===== config.mk =====
export PLATFORM = sky130hd
export DESIGN_NAME = mac_operand_pairer
export DESIGN_NICKNAME = d
export VERILOG_FILES = /design/src/rtl/mac_pkg.sv /design/src/rtl/mac_lane_fifo.sv /design/src/rtl/mac_operand_pairer.sv
export SDC_FILE = /design/constraint.sdc
export NUM_CORES = 1
export LEC_CHECK = 0
export CORE_AREA = 2 2 134 136
export CTS_CLUSTER_DIAMETER = 30
export DETAILED_ROUTE_END_ITERATION = 8
export DIE_AREA = 0 0 136 138
export PLACE_DENSITY = 0.67
export SLEW_MARGIN = 10
export SYNTH_ARGS = -nofsm -noshare
export SYNTH_HDL_FRONTEND = slang
export SYNTH_SLANG_ARGS = --single-unit

===== constraint.sdc =====
create_clock -name clk -period 2.3 [get_ports clk]
set_input_delay 0.46 -clock clk [delete_from_list [all_inputs] [get_ports clk]]
set_output_delay 0.46 -clock clk [all_outputs]
set_load 0.05 [all_outputs]

===== src/rtl/mac_pkg.sv =====
// Shared definitions for the MAC operand staging path: operand width,
// operand type and the lane-skew supervisor state encoding.
package mac_pkg;

   localparam int DATA_W = 16;

   typedef logic [DATA_W-1:0] mac_operand_t;

   typedef enum logic [1:0] {
      RUN  = 2'd0,
      SKEW = 2'd1,
      ERR  = 2'd2
   } skew_state_e;

endpackage


===== src/rtl/mac_lane_fifo.sv =====
// Single-lane operand FIFO. Fully synchronous, with a synchronous clear.
// The head entry is always visible on data_out. Pointers carry one extra
// wrap bit so that full and empty can be told apart.
module mac_lane_fifo #(
   parameter int DATA_W = 16,
   parameter int DEPTH  = 4
) (
   input  logic              clk,
   input  logic              clear,
   input  logic              push,
   input  logic              pop,
   input  logic [DATA_W-1:0] data_in,
   output logic [DATA_W-1:0] data_out,
   output logic              full,
   output logic              empty
);

   localparam int AW = $clog2(DEPTH);

   logic [DATA_W-1:0] mem_r [DEPTH];
   logic [AW:0]       wr_ptr_r;
   logic [AW:0]       rd_ptr_r;
   logic              do_push_s;
   logic              do_pop_s;

   assign empty    = (wr_ptr_r == rd_ptr_r);
   assign full     = (wr_ptr_r[AW] != rd_ptr_r[AW]) &&
                     (wr_ptr_r[AW-1:0] == rd_ptr_r[AW-1:0]);
   assign data_out = mem_r[rd_ptr_r[AW-1:0]];

   // Ignore pushes into a full lane and pops from an empty one
   always_comb begin
      do_push_s = push && !full;
      do_pop_s  = pop && !empty;
   end

   // Read/write pointer advance; clear empties the lane
   always_ff @(posedge clk) begin
      if (clear) begin
         wr_ptr_r <= '0;
         rd_ptr_r <= '0;
      end else begin
         if (do_push_s) begin
            wr_ptr_r <= wr_ptr_r + (AW+1)'(1'b1);
         end
         if (do_pop_s) begin
            rd_ptr_r <= rd_ptr_r + (AW+1)'(1'b1);
         end
      end
   end

   // Operand storage; contents need no reset since pointers gate visibility
   always_ff @(posedge clk) begin
      if (do_push_s && !clear) begin
         mem_r[wr_ptr_r[AW-1:0]] <= data_in;
      end
   end

endmodule


===== src/rtl/mac_operand_pairer.sv =====
// Pairs the independently handshaked A and B operand streams for the MAC.
// Each lane is buffered in its own FIFO; a pair is issued only when both
// lanes hold data, so valid_a and valid_b always rise and fall together.
// Also counts issued pairs and supervises sustained lane skew.
module mac_operand_pairer #(
   parameter int DATA_W     = mac_pkg::DATA_W,
   parameter int DEPTH      = 4,
   parameter int SKEW_LIMIT = 16
) (
   input  logic              clk,
   input  logic              rst,
   input  logic [DATA_W-1:0] in_a,
   input  logic              in_a_valid,
   output logic              in_a_ready,
   input  logic [DATA_W-1:0] in_b,
   input  logic              in_b_valid,
   output logic              in_b_ready,
   input  logic              hold,
   input  logic              flush,
   output logic [DATA_W-1:0] a,
   output logic [DATA_W-1:0] b,
   output logic              valid_a,
   output logic              valid_b,
   output logic [15:0]       pair_cnt,
   output logic              skew_err
);

   import mac_pkg::*;

   localparam int CW = $clog2(SKEW_LIMIT + 1);

   logic [DATA_W-1:0] head_a_s;
   logic [DATA_W-1:0] head_b_s;
   logic              full_a_s;
   logic              empty_a_s;
   logic              full_b_s;
   logic              empty_b_s;
   logic              push_a_s;
   logic              push_b_s;
   logic              issue_s;
   logic              clear_s;
   logic              skew_cond_s;

   logic [DATA_W-1:0] a_r;
   logic [DATA_W-1:0] b_r;
   logic              valid_r;
   logic [15:0]       pair_cnt_r;
   logic              skew_err_r;

   skew_state_e       state_r;
   skew_state_e       next_state_s;
   logic [CW-1:0]     skew_cnt_r;
   logic [CW-1:0]     next_cnt_s;

   // Ready depends only on registered fullness and reset, never on this cycle's pop
   assign in_a_ready = !full_a_s && !rst;
   assign in_b_ready = !full_b_s && !rst;

   assign a        = a_r;
   assign b        = b_r;
   assign valid_a  = valid_r;
   assign valid_b  = valid_r;
   assign pair_cnt = pair_cnt_r;
   assign skew_err = skew_err_r;

   // Handshake, issue and skew-condition decode; flush beats push and issue
   always_comb begin
      push_a_s    = in_a_valid && in_a_ready && !flush;
      push_b_s    = in_b_valid && in_b_ready && !flush;
      issue_s     = !empty_a_s && !empty_b_s && !hold && !flush;
      clear_s     = rst || flush;
      skew_cond_s = (full_a_s && empty_b_s) || (full_b_s && empty_a_s);
   end

   mac_lane_fifo #(
      .DATA_W (DATA_W),
      .DEPTH  (DEPTH)
   ) u_fifo_a (
      .clk      (clk),
      .clear    (clear_s),
      .push     (push_a_s),
      .pop      (issue_s),
      .data_in  (in_a),
      .data_out (head_a_s),
      .full     (full_a_s),
      .empty    (empty_a_s)
   );

   mac_lane_fifo #(
      .DATA_W (DATA_W),
      .DEPTH  (DEPTH)
   ) u_fifo_b (
      .clk      (clk),
      .clear    (clear_s),
      .push     (push_b_s),
      .pop      (issue_s),
      .data_in  (in_b),
      .data_out (head_b_s),
      .full     (full_b_s),
      .empty    (empty_b_s)
   );

   // Output pair registers; data holds its last value when no pair issues
   always_ff @(posedge clk) begin
      if (rst) begin
         a_r     <= '0;
         b_r     <= '0;
         valid_r <= 1'b0;
      end else if (issue_s) begin
         a_r     <= head_a_s;
         b_r     <= head_b_s;
         valid_r <= 1'b1;
      end else begin
         valid_r <= 1'b0;
      end
   end

   // Issued-pair counter, wraps naturally at 16 bits
   always_ff @(posedge clk) begin
      if (rst || flush) begin
         pair_cnt_r <= 16'd0;
      end else if (issue_s) begin
         pair_cnt_r <= pair_cnt_r + 16'd1;
      end
   end

   // Skew supervisor state, dwell counter and sticky error flag
   always_ff @(posedge clk) begin
      if (rst || flush) begin
         state_r    <= RUN;
         skew_cnt_r <= '0;
         skew_err_r <= 1'b0;
      end else begin
         state_r    <= next_state_s;
         skew_cnt_r <= next_cnt_s;
         skew_err_r <= (next_state_s == ERR);
      end
   end

   // Skew supervisor next state: count consecutive skewed cycles up to the limit
   always_comb begin
      next_state_s = state_r;
      next_cnt_s   = skew_cnt_r;
      case (state_r)
         RUN: begin
            if (skew_cond_s) begin
               if (SKEW_LIMIT <= 1) begin
                  next_state_s = ERR;
                  next_cnt_s   = '0;
               end else begin
                  next_state_s = SKEW;
                  next_cnt_s   = CW'(1'b1);
               end
            end else begin
               next_state_s = RUN;
               next_cnt_s   = '0;
            end
         end
         SKEW: begin
            if (!skew_cond_s) begin
               next_state_s = RUN;
               next_cnt_s   = '0;
            end else if (skew_cnt_r == CW'(SKEW_LIMIT - 1)) begin
               next_state_s = ERR;
               next_cnt_s   = '0;
            end else begin
               next_state_s = SKEW;
               next_cnt_s   = skew_cnt_r + CW'(1'b1);
            end
         end
         ERR: begin
            next_state_s = ERR;
            next_cnt_s   = '0;
         end
         default: begin
            next_state_s = RUN;
            next_cnt_s   = '0;
         end
      endcase
   end

endmodule

Fig. 1: run 1, clock routing
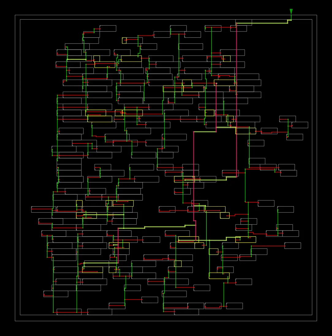
clk_buf instances: 17
Power Clock: 2.91 mW
sequential cell count: 197

Fig. 2: run 1, cells colored by class
(2 px per µm)
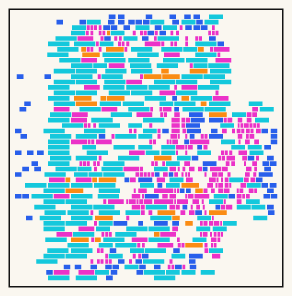
legend:
  blue:
    class: other buffers and delay cells
    cells: 116
    share_of_their_area: 13%
  magenta:
    class: all other logic
    cells: 306
    share_of_their_area: 26%
  cyan:
    class: flip-flops
    cells: 197
    share_of_their_area: 55%
  orange:
    class: clock drivers and dummy loads
    cells: 32
    share_of_their_area: 6.1%

==> flow_summary.json, run 1 <==
{
  "grt_antenna_before_repair": 0,
  "worstSetupStartpointType": "flop",
  "ff_type": "edfxtp_1",
  "clk_pin_slew_worst_paths_ns": 0.07,
  "outcome": "finished, final reports clean",
  "dp.cells": 847,
  "skew_ns": 0.0105,
  "rsz0062_at_grt": "no",
  "rr_worst_depth": 5,
  "min_from": "skew_cnt_r[4]",
  "drtIter0Drc": 395,
  "crit_fanout": 5,
  "worstSetupPathType": "reg2out",
  "finalNonFillerCells": 880,
  "combPwrFrac_pct": 4.3,
  "hold-path-cell-count": 2,
  "p_sw_share_pct": 22.1,
  "powerDensity_nw_per_um2": 715,
  "drt_first_pass_iters": 4,
  "warning_count": 32,
  "holdBufCountCts": 0,
  "crit_chain": "clkdlybuf4s50_1",
  "clock_tree.root_cell": "clkbuf_16",
  "avgSynthCellArea_um2": 14.4,
  "reg2reg_from": "u_fifo_b.wr_ptr_r[0]",
  "synth.distinct_cells": 40,
  "maxSlewViolCount": 0,
  "postRouteAntennaNets": 0,
  "crit_slowest_cell": "clkdlybuf4s50_1",
  "cts_tree": "built",
  "cts-buffers-inserted": 17,
  "pwr-share-clk_pct": 41.5,
  "path_buffers": 1,
  "min_path_type": "reg2reg",
  "syn_nets": 591,
  "fp_util_pct": 44.5,
  "grt_pass1_wl_um": 26400,
  "relSlewSlack_pct": 29.2
}
Fig. 3: run 1, metal layers overlaid
(2 px per µm)
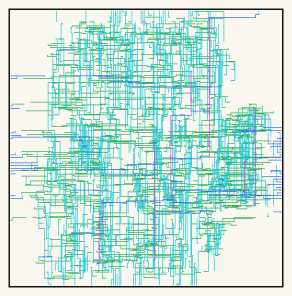
legend:
  magenta:
    layer: met4
    wire_length: 304 µm
  green:
    layer: met1
    wire_length: 7070 µm
  cyan:
    layer: met2
    wire_length: 8600 µm
  blue:
    layer: met3
    wire_length: 747 µm
GRT Resource Usage Total: 18.5%
via count: 4949
Routed WL per cell: 19.0 µm
WL final: 16700 µm

Fig. 4: run 1, ports around the boundary
(3 px per µm) Pins as bars across the die edge, other pins in gray.
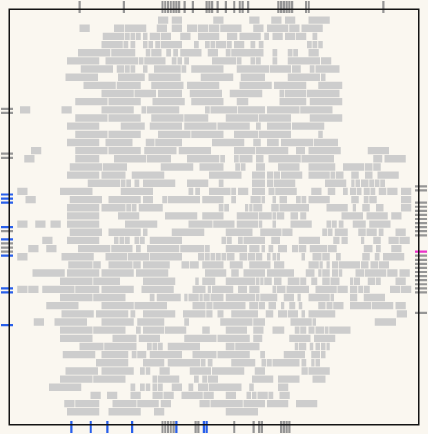
legend:
  magenta:
    port: `in_a_ready`
    pins: 1
    direction: output
    edge: east
  blue:
    port: `in_b`
    pins: 16
    direction: input
    edge: 9 west, 7 south

==> run 1: cells by family (layout without fill, tap and decap cells) <==
group,Yosys count,after routing,synth area share [%]
xor gates and xnor gates,14,14,1.96
and+or+nand+nor,116,116,7.86
muxes,36,36,9.75
AOI/OAI and AO/OA,120,121,8.82
DFF,197,197,67.0
buffers and inverters,46,155,2.74
adders and majority gates,12,12,1.92
==> run 1: metal layers <==
layer | up-vias | wire length [µm] | share of wire, % | global-route usage, %
li1 | 2289 | - | - | -
met1 | 2522 | 7070 | 42 | 23.6
met2 | 115 | 8600 | 51 | 30.6
met3 | 23 | 746 | 4.5 | 4.73
met4 | 0 | 304 | 1.8 | 6.41
met5 | - | 0 | 0 | 0
==> run 1: power groups by stage <==
| stage | logic [mW] | clock network [mW] | registers (mW) |
|---|---|---|---|
| global route | 0.327 | 3.11 | 3.80 |
| floorplan | 0.122 | 0 | 3.89 |
| CTS | 0.300 | 2.97 | 3.80 |
| global placement | 0.289 | 0 | 3.88 |
| detailed placement | 0.299 | 0 | 3.88 |
| finish | 0.304 | 2.91 | 3.80 |
==> run 1: through the flow <==
step / setup TNS (ns) / total power, mW
floorplan: 0 / 4.01
global placement: 0 / 4.17
detailed placement: -0.00615 / 4.18
CTS: 0 / 7.07
global route: 0 / 7.24
finish: 0 / 7.01
==> run 1: sequential cells by signal, indices dropped and copies added, names as in the netlist <==
register and count:
u_fifo_b.rd_ptr_r 3, b 16, u_fifo_a.mem_r 64, state_r 2, skew_err 1, a 16, u_fifo_a.wr_ptr_r 3, u_fifo_b.mem_r 64
pair_cnt 16, u_fifo_b.wr_ptr_r 3, skew_cnt_r 5, valid_a 1, u_fifo_a.rd_ptr_r 3
==> run 1: worst reg2reg max path: stages, from the launching register on <==
cell and delay (ns):
dfxtp_1 0.48, xor2_4 0.31, nor2_1 0.13, a21boi_0 0.36
and3_1 0.28, buf_12 0.18
==> run 1: final cells by class <==
| type | count | area [µm²] |
|---|---|---|
| multi-input combinational | 299 | 2430 |
| fill | 1416 | 7720 |
| tap | 229 | 287 |
| clock buffer | 17 | 425 |
| inverter | 7 | 26.3 |
| sequential | 197 | 5230 |
| clock inverter | 15 | 158 |
| timing repair buffer | 116 | 1250 |
==> run 1: how the worst max path moves through the flow <==
stage / endpoint / slack, ns / depth (start not counted)
detailed placement: u_fifo_b.rd_ptr_r[0] / -0.005 / 6
global route: in_a_ready / 0.004 / 5
finish: pair_cnt[12] / 0.09 / 1
CTS: in_b_ready / 0.04 / 4
global placement: u_fifo_b.rd_ptr_r[0] / 0.07 / 6
floorplan: in_a_ready / 0.1 / 4
==> run 1: repair_timing <==
action,4_1_cts,5_1_grt
setup endpoints to repair,1,36
cloned,0,1
gates resized,1,5
pin swaps,1,3
Fig. 5: run 1, local utilization
(3 px per µm) 14 x 14 tiles, from black (low) to pale yellow (high), 0 to 100% covered.
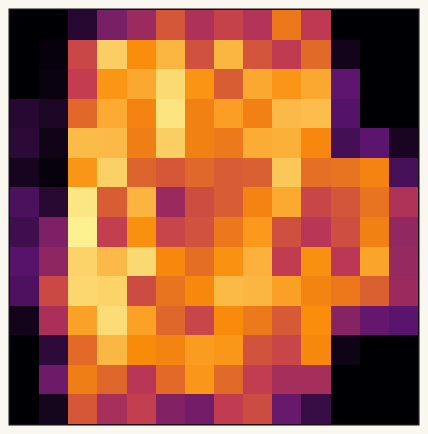

==> inputs of run 2 (changes only) <==
--- a/config.mk
+++ b/config.mk
@@ -5,6 +5,7 @@
 export SDC_FILE = /design/constraint.sdc
 export NUM_CORES = 1
 export LEC_CHECK = 0
+export CAP_MARGIN = 40
 export CORE_AREA = 2 2 134 136
 export CTS_CLUSTER_DIAMETER = 30
 export DETAILED_ROUTE_END_ITERATION = 8
Fig. 6: run 2, local utilization
(3 px per µm) 14 x 14 tiles, from black (low) to pale yellow (high), 0 to 100% covered.
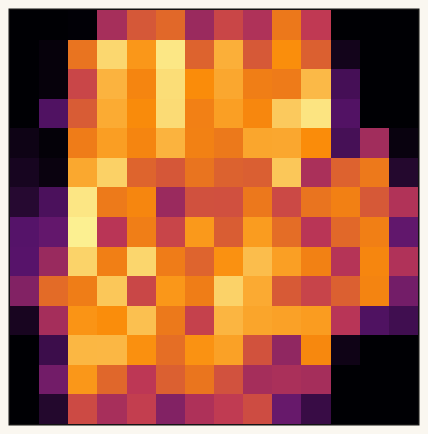
tiles over 75% full: 25%
fullest tile: 97%
nearly empty tiles: 15%

Fig. 7: run 2, ports around the boundary
(3 px per µm) Pins as bars across the die edge, other pins in gray.
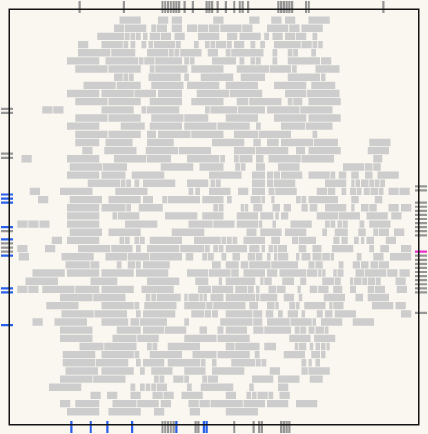
port buffer count: 90
chip width: 136 µm
Die Y: 138 µm

==> flow_summary.json, run 2 <==
{
  "via_per_inst": 5.57,
  "postRouteAntennaNets": 0,
  "fill_cells": 1425,
  "clock_tree.root_cell": "clkbuf_16",
  "aoi_share_pct": 8.82,
  "fp_util_pct": 44.5,
  "maxSlewViolCount": 0,
  "syn_nets": 591,
  "clk_pin_slew_worst_paths_ns": 0.07,
  "cts-buffers-inserted": 17,
  "reg2reg_from": "u_fifo_b.wr_ptr_r[1]",
  "rr_worst_depth": 6,
  "path_buffers": 1,
  "wire_per_inst_um": 18.8,
  "crit_chain": "clkdlybuf4s50_1",
  "p_leak_nw": 3.18,
  "grt_pass1_wl_um": 26600,
  "critPathCapture": "pair_cnt[12]",
  "outcome": "finished, final reports clean",
  "ys_sh_simple_pct": 7.86,
  "grt_antenna_before_repair": 0,
  "ys_area_um2": 7800,
  "async_reset_ff_share_pct": 0,
  "avgSynthCellArea_um2": 14.4,
  "holdBufCountCts": 0,
  "logic_area_um2": 2420,
  "grt_use_total_pct": 18.7,
  "cts_tree": "built",
  "powerDensity_nw_per_um2": 724,
  "min_path_type": "reg2reg",
  "ys_cells": 541,
  "crit_cells": 1,
  "synth.distinct_cells": 40,
  "h-tree-depth": 4,
  "postRouteWirelength_um": 16600,
  "synthTopLogicFamily": "multiplexers",
  "worstSetupStartpointType": "flop",
  "ys_sh_adder_pct": 1.92,
  "relSlewSlack_pct": 57.7,
  "skew_ns": 0.00806,
  "drtIter0Drc": 283,
  "worstSetupPathType": "reg2out",
  "ys_sh_mux_pct": 9.75,
  "drt_first_pass_iters": 5,
  "crit_slowest_cell": "clkdlybuf4s50_1",
  "yosys.area_share.xor_xnor_pct": 1.96,
  "ff_type": "edfxtp_1"
}
==> run 2: layer usage <==
layer / wire length (µm) / track usage (%)
met4: 319 / 6.74
met5: 0 / 0
met3: 820 / 4.73
met1: 6850 / 23.7
met2: 8560 / 30.9
==> run 2: report_power, final <==
| part | total, mW | leakage, nW | internal [mW] | switching [mW] |
|---|---|---|---|---|
| logic | 0.300 | 1.17 | 0.130 | 0.171 |
| registers | 3.80 | 1.71 | 3.79 | 0.0118 |
| clock network | 3.02 | 0.298 | 1.66 | 1.37 |
==> run 2: worst min path at each step <==
stage | endpoint | cells after the start | start | slack [ns]
6_report | skew_cnt_r[4] | 2 | skew_cnt_r[4] | 0.44
5_1_grt | skew_cnt_r[4] | 2 | skew_cnt_r[4] | 0.47
3_5_place_dp | skew_cnt_r[4] | 2 | skew_cnt_r[4] | 0.44
4_1_cts | skew_cnt_r[4] | 2 | skew_cnt_r[4] | 0.45
2_1_floorplan | skew_cnt_r[4] | 2 | skew_cnt_r[4] | 0.41
3_3_place_gp | skew_cnt_r[4] | 2 | skew_cnt_r[4] | 0.42
==> run 2: area by class of cell <==
class                           count  area share (%)
Clock inverter                     15            1.88
Clock buffer                       17            4.32
Sequential cell                   197            53.1
Timing Repair Buffer              118            12.9
Inverter                            7           0.267
Multi-Input combinational cell    298            24.6
Tap cell                          229            2.91
==> run 2: worst min-delay path: stages (launching register included) <==
cell     delay [ns]
dfxtp_1        0.32
nand2_1        0.05
nor3_1         0.04
==> run 2: kinds of logic (layout without fill, tap and decap cells) <==
| kind of cell | count (synthesis) | in the layout |
|---|---|---|
| compound gates | 120 | 120 |
| xor+xnor | 14 | 14 |
| flops | 197 | 197 |
| buf+inv | 46 | 157 |
| simple gates | 116 | 116 |
| mux | 36 | 36 |
| fa+ha+maj | 12 | 12 |
==> run 2: stage by stage <==
step	instance area (µm²)	std cells	setup TNS [ns]	hold slack (ns)	total power, mW
4_1_cts	9800	881	0	0.449	7.18
5_1_grt	9840	881	-0.00581	0.470	7.35
3_3_place_gp	9170	847	0	0.425	4.17
2_1_floorplan	7800	541	0	0.415	4.01
6_report	9840	881	0	0.445	7.12
3_5_place_dp	9190	849	-0.00458	0.437	4.18
==> run 2: what timing repair did <==
| item | CTS | global route |
|---|---|---|
| endpoints found under the hold margin | 0 | 0 |
| pin swaps | 1 | 2 |
| setup endpoints to repair | 1 | 2 |
| resized | 1 | 3 |
Power is estimated from default activity; no workload was simulated.
